**src/rtl/conv_seq_pkg.sv**
```systemverilog
// rtl/conv_seq_pkg.sv - shared state type and frame geometry helpers for conv_frame_sequencer
package conv_seq_pkg;

    typedef enum logic [1:0] {
        IDLE  = 2'd0,
        FETCH = 2'd1,
        DRAIN = 2'd2,
        DONE  = 2'd3
    } seq_state_t;

    // Default frame / kernel geometry of the Braille convolution path.
    localparam int DEF_IX = 28;
    localparam int DEF_IY = 28;
    localparam int DEF_KX = 5;
    localparam int DEF_KY = 5;

    // Pixels per input frame.
    function automatic int calc_npix(input int ix, input int iy);
        return ix * iy;
    endfunction

    // Valid (no padding) window positions of a kx*ky kernel over an ix*iy frame.
    function automatic int calc_nwin(input int ix, input int iy, input int kx, input int ky);
        return (ix - kx + 1) * (iy - ky + 1);
    endfunction

endpackage

```
**src/rtl/rd_lat_pipe.sv**
```systemverilog
// rtl/rd_lat_pipe.sv - DEPTH-stage valid shift register matching the BRAM read latency
// Ports:
//   clk, reset_n   clock / asynchronous active-low reset
//   i_valid        read enable issued this cycle
//   o_valid        i_valid delayed by DEPTH cycles
module rd_lat_pipe #(
    parameter int DEPTH = 1
) (
    input  logic clk,
    input  logic reset_n,
    input  logic i_valid,
    output logic o_valid
);

    logic [DEPTH-1:0] stage;

    always_ff @(posedge clk or negedge reset_n) begin
        if (!reset_n) begin
            stage <= '0;
        end else begin
            stage[0] <= i_valid;
            for (int i = 1; i < DEPTH; i++) begin
                stage[i] <= stage[i-1];
            end
        end
    end

    assign o_valid = stage[DEPTH-1];

endmodule

```
**src/rtl/conv_frame_sequencer.sv**
```systemverilog
// rtl/conv_frame_sequencer.sv - frame fetch and window-count controller for the 5x5 conv path
// Ports:
//   clk, reset_n    clock / asynchronous active-low reset
//   i_start         start a frame (taken only when idle)
//   i_abort         return to idle from any state; highest priority
//   i_stall         hold off new BRAM reads
//   o_mem_rd_en     BRAM read enable
//   o_mem_addr      BRAM read address, raster order
//   i_mem_rdata     BRAM data, RD_LAT cycles after the read
//   o_pix_valid     pixel strobe into the line buffer
//   o_pix_data      pixel into the line buffer (zero when not valid)
//   i_win_valid     window strobe back from the line buffer / conv stage
//   o_busy          high while fetching or draining
//   o_done          one-cycle frame-complete pulse
//   o_err           sticky drain timeout flag
//   o_win_cnt       windows received in the current frame
module conv_frame_sequencer
    import conv_seq_pkg::*;
#(
    parameter int I_F_BW    = 8,
    parameter int IX        = DEF_IX,
    parameter int IY        = DEF_IY,
    parameter int KX        = DEF_KX,
    parameter int KY        = DEF_KY,
    parameter int RD_LAT    = 1,
    parameter int DRAIN_MAX = 64
) (
    input  logic                                          clk,
    input  logic                                          reset_n,
    input  logic                                          i_start,
    input  logic                                          i_abort,
    input  logic                                          i_stall,
    output logic                                          o_mem_rd_en,
    output logic [$clog2(calc_npix(IX, IY))-1:0]          o_mem_addr,
    input  logic [I_F_BW-1:0]                             i_mem_rdata,
    output logic                                          o_pix_valid,
    output logic [I_F_BW-1:0]                             o_pix_data,
    input  logic                                          i_win_valid,
    output logic                                          o_busy,
    output logic                                          o_done,
    output logic                                          o_err,
    output logic [$clog2(calc_nwin(IX, IY, KX, KY)+1)-1:0] o_win_cnt
);

    localparam int NPIX = calc_npix(IX, IY);
    localparam int NWIN = calc_nwin(IX, IY, KX, KY);
    localparam int AW   = $clog2(NPIX);
    localparam int CW   = $clog2(NWIN + 1);
    localparam int DW   = $clog2(DRAIN_MAX + 1);

    localparam logic [AW-1:0] LAST_ADDR  = AW'(NPIX - 1);
    localparam logic [CW-1:0] WIN_FULL   = CW'(NWIN);
    localparam logic [DW-1:0] DRAIN_LAST = DW'(DRAIN_MAX - 1);

    seq_state_t    state, state_nxt;
    logic [AW-1:0] addr, addr_nxt;
    logic [CW-1:0] win_cnt, win_cnt_nxt;
    logic [DW-1:0] drain_cnt, drain_cnt_nxt;
    logic          err, err_nxt;
    logic          rd_en;
    logic          win_hit;
    logic          pix_valid;

    always_ff @(posedge clk or negedge reset_n) begin
        if (!reset_n) begin
            state     <= IDLE;
            addr      <= '0;
            win_cnt   <= '0;
            drain_cnt <= '0;
            err       <= 1'b0;
        end else begin
            state     <= state_nxt;
            addr      <= addr_nxt;
            win_cnt   <= win_cnt_nxt;
            drain_cnt <= drain_cnt_nxt;
            err       <= err_nxt;
        end
    end

    always_comb begin
        state_nxt     = state;
        addr_nxt      = addr;
        win_cnt_nxt   = win_cnt;
        drain_cnt_nxt = drain_cnt;
        err_nxt       = err;
        rd_en         = 1'b0;
        win_hit       = 1'b0;

        // Windows only count while a frame is in flight; the counter saturates.
        if ((state == FETCH || state == DRAIN) && i_win_valid && win_cnt != WIN_FULL) begin
            win_cnt_nxt = win_cnt + CW'(1);
            win_hit     = (win_cnt == WIN_FULL - CW'(1));
        end

        case (state)
            IDLE: begin
                if (i_start && !i_abort) begin
                    state_nxt     = FETCH;
                    addr_nxt      = '0;
                    win_cnt_nxt   = '0;
                    drain_cnt_nxt = '0;
                    err_nxt       = 1'b0;
                end
            end
            FETCH: begin
                if (!i_stall) begin
                    rd_en = 1'b1;
                    if (addr == LAST_ADDR) begin
                        state_nxt = DRAIN;
                    end else begin
                        addr_nxt = addr + AW'(1);
                    end
                end
                // A full window count ends the frame even if pixels remain unread.
                if (win_hit) begin
                    state_nxt = DONE;
                end
            end
            DRAIN: begin
                drain_cnt_nxt = drain_cnt + DW'(1);
                if (win_hit) begin
                    state_nxt = DONE;
                end else if (drain_cnt == DRAIN_LAST) begin
                    state_nxt = DONE;
                    err_nxt   = 1'b1;
                end
            end
            DONE: begin
                state_nxt = IDLE;
            end
            default: begin
                state_nxt = IDLE;
            end
        endcase

        // Abort overrides any transition, including a timeout, and keeps the error flag as is.
        if (i_abort) begin
            state_nxt = IDLE;
            err_nxt   = err;
        end
    end

    rd_lat_pipe #(
        .DEPTH (RD_LAT)
    ) u_rd_lat_pipe (
        .clk     (clk),
        .reset_n (reset_n),
        .i_valid (rd_en),
        .o_valid (pix_valid)
    );

    assign o_mem_rd_en = rd_en;
    assign o_mem_addr  = addr;
    assign o_pix_valid = pix_valid;
    assign o_pix_data  = pix_valid ? i_mem_rdata : '0;
    assign o_busy      = (state == FETCH) || (state == DRAIN);
    assign o_done      = (state == DONE);
    assign o_err       = err;
    assign o_win_cnt   = win_cnt;

endmodule

```
**config.mk**
```make
export PLATFORM = sky130hd
export DESIGN_NAME = conv_frame_sequencer
export DESIGN_NICKNAME = d
export VERILOG_FILES = /design/src/rtl/conv_seq_pkg.sv /design/src/rtl/rd_lat_pipe.sv /design/src/rtl/conv_frame_sequencer.sv
export SDC_FILE = /design/constraint.sdc
export NUM_CORES = 1
export LEC_CHECK = 0
export CORE_MARGIN = 2
export CORE_UTILIZATION = 51
export CTS_BUF_LIST = sky130_fd_sc_hd__clkbuf_8
export CTS_CLUSTER_DIAMETER = 40
export DETAILED_ROUTE_END_ITERATION = 16
export PLACE_DENSITY = 0.84
export REMOVE_ABC_BUFFERS = 1
export SYNTH_ARGS = -nofsm -noshare
export SYNTH_HDL_FRONTEND = slang
export SYNTH_SLANG_ARGS = --single-unit
```
**constraint.sdc**
```tcl
create_clock -name clk -period 2.1 [get_ports clk]
set_input_delay 0.21 -clock clk [delete_from_list [all_inputs] [get_ports clk]]
set_output_delay 0.21 -clock clk [all_outputs]
set_load 0.05 [all_outputs]
```
==> results.toml, run 1 <==
# physical design summary
[synthesis]
edf_count = 0
yosys_cells = 193
ys.flops = 31
ys_async_sr_fraction = 1.000

[clock_tree]
cts_setup_buffers = 0
cts_tree = "built"
clk_latency_ps = 290
cts_max_level = 2
clockBufferDepth = 2

[drt]
drt-vias-per-instance = 5.480
drtIter0Drc = 68
wl_per_cell_microns = 13.64
post-route-drc-count = 0
ant_nets = 0

[critical_path]
cp_max_fo = 5
worst-setup-path-type = "flip-flop to flip-flop"

[placement]
place.gp.congestion = 0.8505

[power]
pwr-share-seq = 0.330
combPwrFrac = 0.473
power_switching_mw = 1.033

[outcome]
status = "finished clean"

[sta]
slew_headroom = 0.6587
rsz0062_at_grt = "false"

[global_route]
first_global_vias = 1445
antenna_found_initial = 0

[worst_hold_path]
min_path_type = "input pin to async pin"

[cells_and_area]
fin_nets = 271
==> run 1: flip-flops by register name (all words and copies together) (netlist names) <==
register and count:
o_mem_addr 10, o_win_cnt 10, drain_cnt 7, state 2
o_err 1, u_rd_lat_pipe.o_valid 1
==> run 1: power by group through the flow <==
stage               registers (mW)  clock network [mW]  logic, mW
floorplan                    0.932                   0      0.647
global placement             0.795                   0       1.12
detailed placement           0.799                   0       1.13
CTS                          0.789               0.479       1.13
global route                 0.808               0.513       1.23
finish                       0.791               0.470       1.13
==> run 1: worst reg2reg max path: stages, from the launching register on <==
cell and delay (ps):
dfrtp_1 440, inv_2 80, ha_1 380, nand3b_1 170
nor4_1 340, o221ai_1 190, mux2i_1 180, nor2_1 60
==> run 1: cell usage after synthesis (2+ instances only) <==
library cell	n
dfrtp_1	31
nor2_1	30
xor2_1	16
nand2_1	14
and2_1	12
nand4_1	11
ha_1	9
a21oi_1	6
inv_1	6
nand2b_1	5
nand3_1	4
xnor2_1	4
and3_1	3
and4_1	3
mux2i_1	3
o21ai_0	3
nand3b_1	2
nand4b_1	2
nor2b_1	2
nor3_1	2
nor4_1	2
o21ai_1	2
==> run 1: metal layers <==
metal  GRT usage  vias to the layer above  part of all wire
met3     0.07394                        5             0.081
met4     0.06522                        0             0.011
met5           0                        -                 0
met1      0.2785                      764              0.45
li1            -                      778                 -
met2      0.3320                       64              0.45
==> run 1: layout make-up <==
cell class,count,area share
flip-flops and latches,31,0.3160
multi-input cells,153,0.4195
inverters,7,0.01070
repair buffers,50,0.1947
clock buffers,6,0.03364
well taps,46,0.02345
clock inverters,1,0.002039
==> run 1: through the flow <==
step | total power, mW | util | cells
after detailed placement | 1.927 | 0.6984 | 287
after global placement | 1.914 | 0.6984 | 287
after global routing | 2.547 | 0.7243 | 294
final | 2.393 | 0.7243 | 294
after CTS | 2.402 | 0.7243 | 294
after floorplan | 1.579 | - | 191
==> run 1: worst paths after layout <==
| path | to | depth (start not counted) | start |
|---|---|---|---|
| min in group clk | drain_cnt[0]$_DFFE_PN0P_ | 1 | drain_cnt[0]$_DFFE_PN0P_ |
| max reg2reg | state[1]$_DFFE_PN0P_ | 7 | state[0]$_DFFE_PN0P_ |
| min | o_mem_addr[9]$_DFFE_PN0P_ | 2 | reset_n |
| min reg2reg | drain_cnt[0]$_DFFE_PN0P_ | 1 | drain_cnt[0]$_DFFE_PN0P_ |
| max in group asynchronous | drain_cnt[0]$_DFFE_PN0P_ | 2 | reset_n |
| max | state[1]$_DFFE_PN0P_ | 7 | state[0]$_DFFE_PN0P_ |
==> run 1: logic make-up after synthesis <==
group           synth area share
compound gates            0.1006
flops                     0.4215
mux                      0.02243
buf+inv                  0.01903
simple gates              0.2801
xor+xnor                 0.09517
fa+ha+maj                0.06118
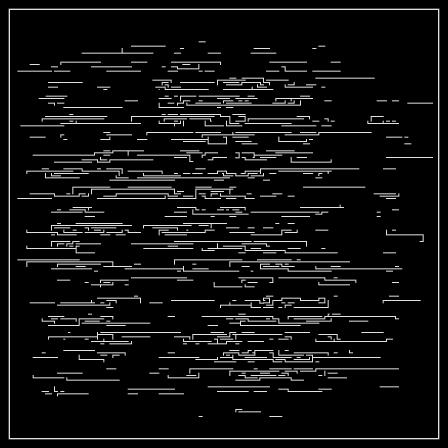
**Above:** run 1 (signal wires on met1).
224 nets have wire on it. The layer holds 45% of the routed length. The wires run mostly horizontal. The layer carries 1820 microns of wire.
via count: 1611
met1 usage: 0.2785

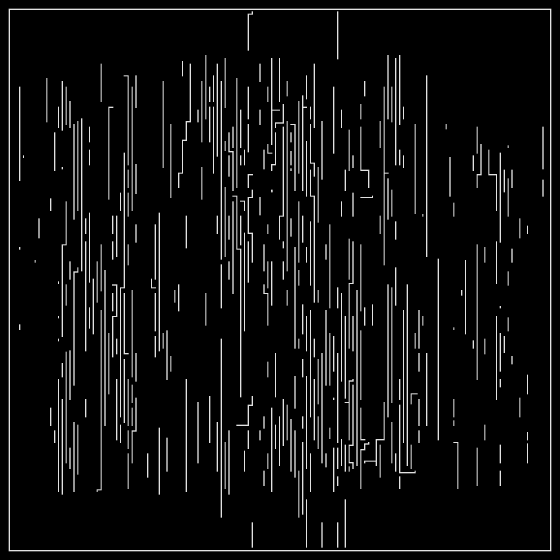
**Above:** run 1 (M2 wires).
The layer carries 1820 microns of wire. 228 nets have wire on it. The layer holds 45% of the routed length. The wires run mostly vertical. The longest straight run is 21.4 microns.
Post-Route WL: 4.010 mm
GR Util met2: 0.3320

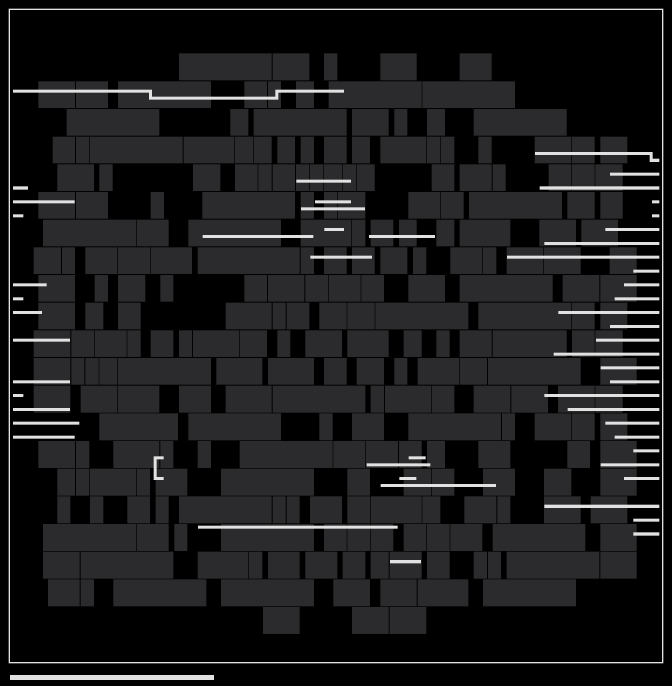
**Above:** run 1 (M3 wires).
Bar = 20 microns. Cells faint in the background.
50 nets have wire on it. The wires run mostly horizontal. The layer carries 325 microns of wire. The longest straight run is 19.3 microns. The layer holds 8.1% of the routed length.
GR Util met3: 0.07394

==> inputs of run 2 (changes only) <==
- clock period: 2.1 -> 1.9 ns (I/O delays scaled with it)
==> run 2 against run 1 <==
Compared with the run above: flip-flop count stayed put; clock skew is 4.3 ps lower; critical path depth stayed put; largest power group unchanged; final cell count is 5.1% higher; routed wire length is 9.0% higher.
==> results.toml, run 2 <==
# physical design summary
[power]
power_switching_mw = 1.248
power_mw = 3.180
pwr-share-seq = 0.268

[global_route]
first_global_vias = 1563
antenna_found_initial = 0

[clock_tree]
clockBufferDepth = 2
clk_latency_ps = 290
cts_tree = "built"
cts_max_level = 2

[cells_and_area]
fin_cells = 309
fin_nets = 285
nFillCells = 237

[drt]
ant_nets = 0
drtIter0Drc = 40
drt-vias-per-instance = 5.366
wl_per_cell_microns = 14.14

[placement]
post-place-cells = 297
place.gp.congestion = 0.7761

[synthesis]
ys_async_sr_fraction = 1.000
ys.flops = 31
yosys_cells = 193
synthMostInstantiatedCell = "dfrtp_1"
edf_count = 0
common_cells = "31 x dfrtp_1, 30 x nor2_1, 16 x xor2_1, 14 x nand2_1, 12 x and2_1"

[floorplanning]
design.core.area_sq_um = 3390
fp_util = 0.5430

[critical_path]
rr_startpoint = "state[0]$_DFFE_PN0P_"
critPathLaunch = "state[0]$_DFFE_PN0P_"
worst-setup-path-type = "flip-flop to flip-flop"
cp_max_fo = 4

[worst_hold_path]
min_path_type = "input pin to async pin"

[sta]
skew_ps = 4.472
rsz0062_at_grt = "true"
slew_headroom = 0.6543
drv_slew = 0

[outcome]
status = "finished clean"
[run 2: path summary, 6_finish.rpt]
path / to / slack [ps] / cells past startpoint
max: state[0]$_DFFE_PN0P_ / 50 / 7
min: o_mem_addr[3]$_DFFE_PN0P_ / 300 / 2
max reg2reg: state[0]$_DFFE_PN0P_ / 50 / 7
min reg2reg: drain_cnt[0]$_DFFE_PN0P_ / 530 / 1
max in group asynchronous: drain_cnt[3]$_DFFE_PN0P_ / 1320 / 2
min in group clk: drain_cnt[0]$_DFFE_PN0P_ / 530 / 1
[run 2: what timing repair did]
item / in CTS / in global routing
buffers inserted: 0 / 4
resized: 0 / 4
endpoints found under the setup margin: 0 / 2
[run 2: layer usage]
metal  track usage  routed length, microns
met3       0.07218                     318
met1        0.2727                    1912
met5             0                       0
met2        0.3724                    2051
met4       0.09239                      87
[run 2: cell families after synthesis]
logic type	Yosys count	share of synthesized area
adders and majority gates	9	0.06118
AOI/OAI and AO/OA	23	0.1006
xor gates and xnor gates	20	0.09517
and+or+nand+nor	97	0.2801
DFF	31	0.4215
muxes	4	0.02243
buffers and inverters	9	0.01903
[run 2: critical path, stage by stage, from the launching register on]
cell and delay [ps]:
dfrtp_1 400, inv_2 80, ha_4 280, nand3b_1 150, o41ai_4 400, o211ai_1 170, mux2i_1 170, o22ai_1 80
[run 2: area by class of cell]
cell class,instances,area [sq um],area share
multi-input cells,153,1062,0.4007
flip-flops and latches,31,775.7,0.2926
repair buffers,64,593.1,0.2237
clock buffers,5,68.82,0.02596
clock inverters,3,67.56,0.02548
well taps,46,57.56,0.02171
inverters,7,26.28,0.009910
[run 2: stage by stage]
stage / hold slack (ps) / setup slack (ps) / util
5_1_grt: 345.4 / -34.79 / 0.7822
6_report: 297.2 / 47.23 / 0.7822
2_1_floorplan: -105.6 / -529.2 / -
3_5_place_dp: 524.6 / 111.1 / 0.7235
4_1_cts: 311.5 / 79.03 / 0.7638
3_3_place_gp: 518.1 / 139.8 / 0.7235
[run 2: power groups by stage]
stage / sequential [mW] / clock, mW / combinational, mW
2_1_floorplan: 1.03 / 0 / 0.715
3_3_place_gp: 0.862 / 0 / 1.38
3_5_place_dp: 0.864 / 0 / 1.40
4_1_cts: 0.853 / 0.798 / 1.41
5_1_grt: 0.867 / 0.826 / 1.65
6_report: 0.853 / 0.794 / 1.53
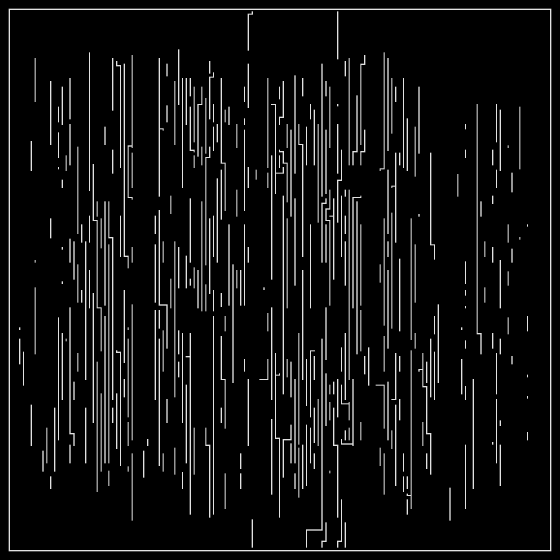
**Above:** run 2 (M2 wires).
246 nets have wire on it. The layer holds 47% of the routed length. The layer carries 2050 microns of wire. The longest straight run is 27.2 microns. The wires run mostly vertical.
Post-Route WL: 4.369 mm
via count: 1658
GR Util met2: 0.3724

Power is estimated from default activity; no workload was simulated.
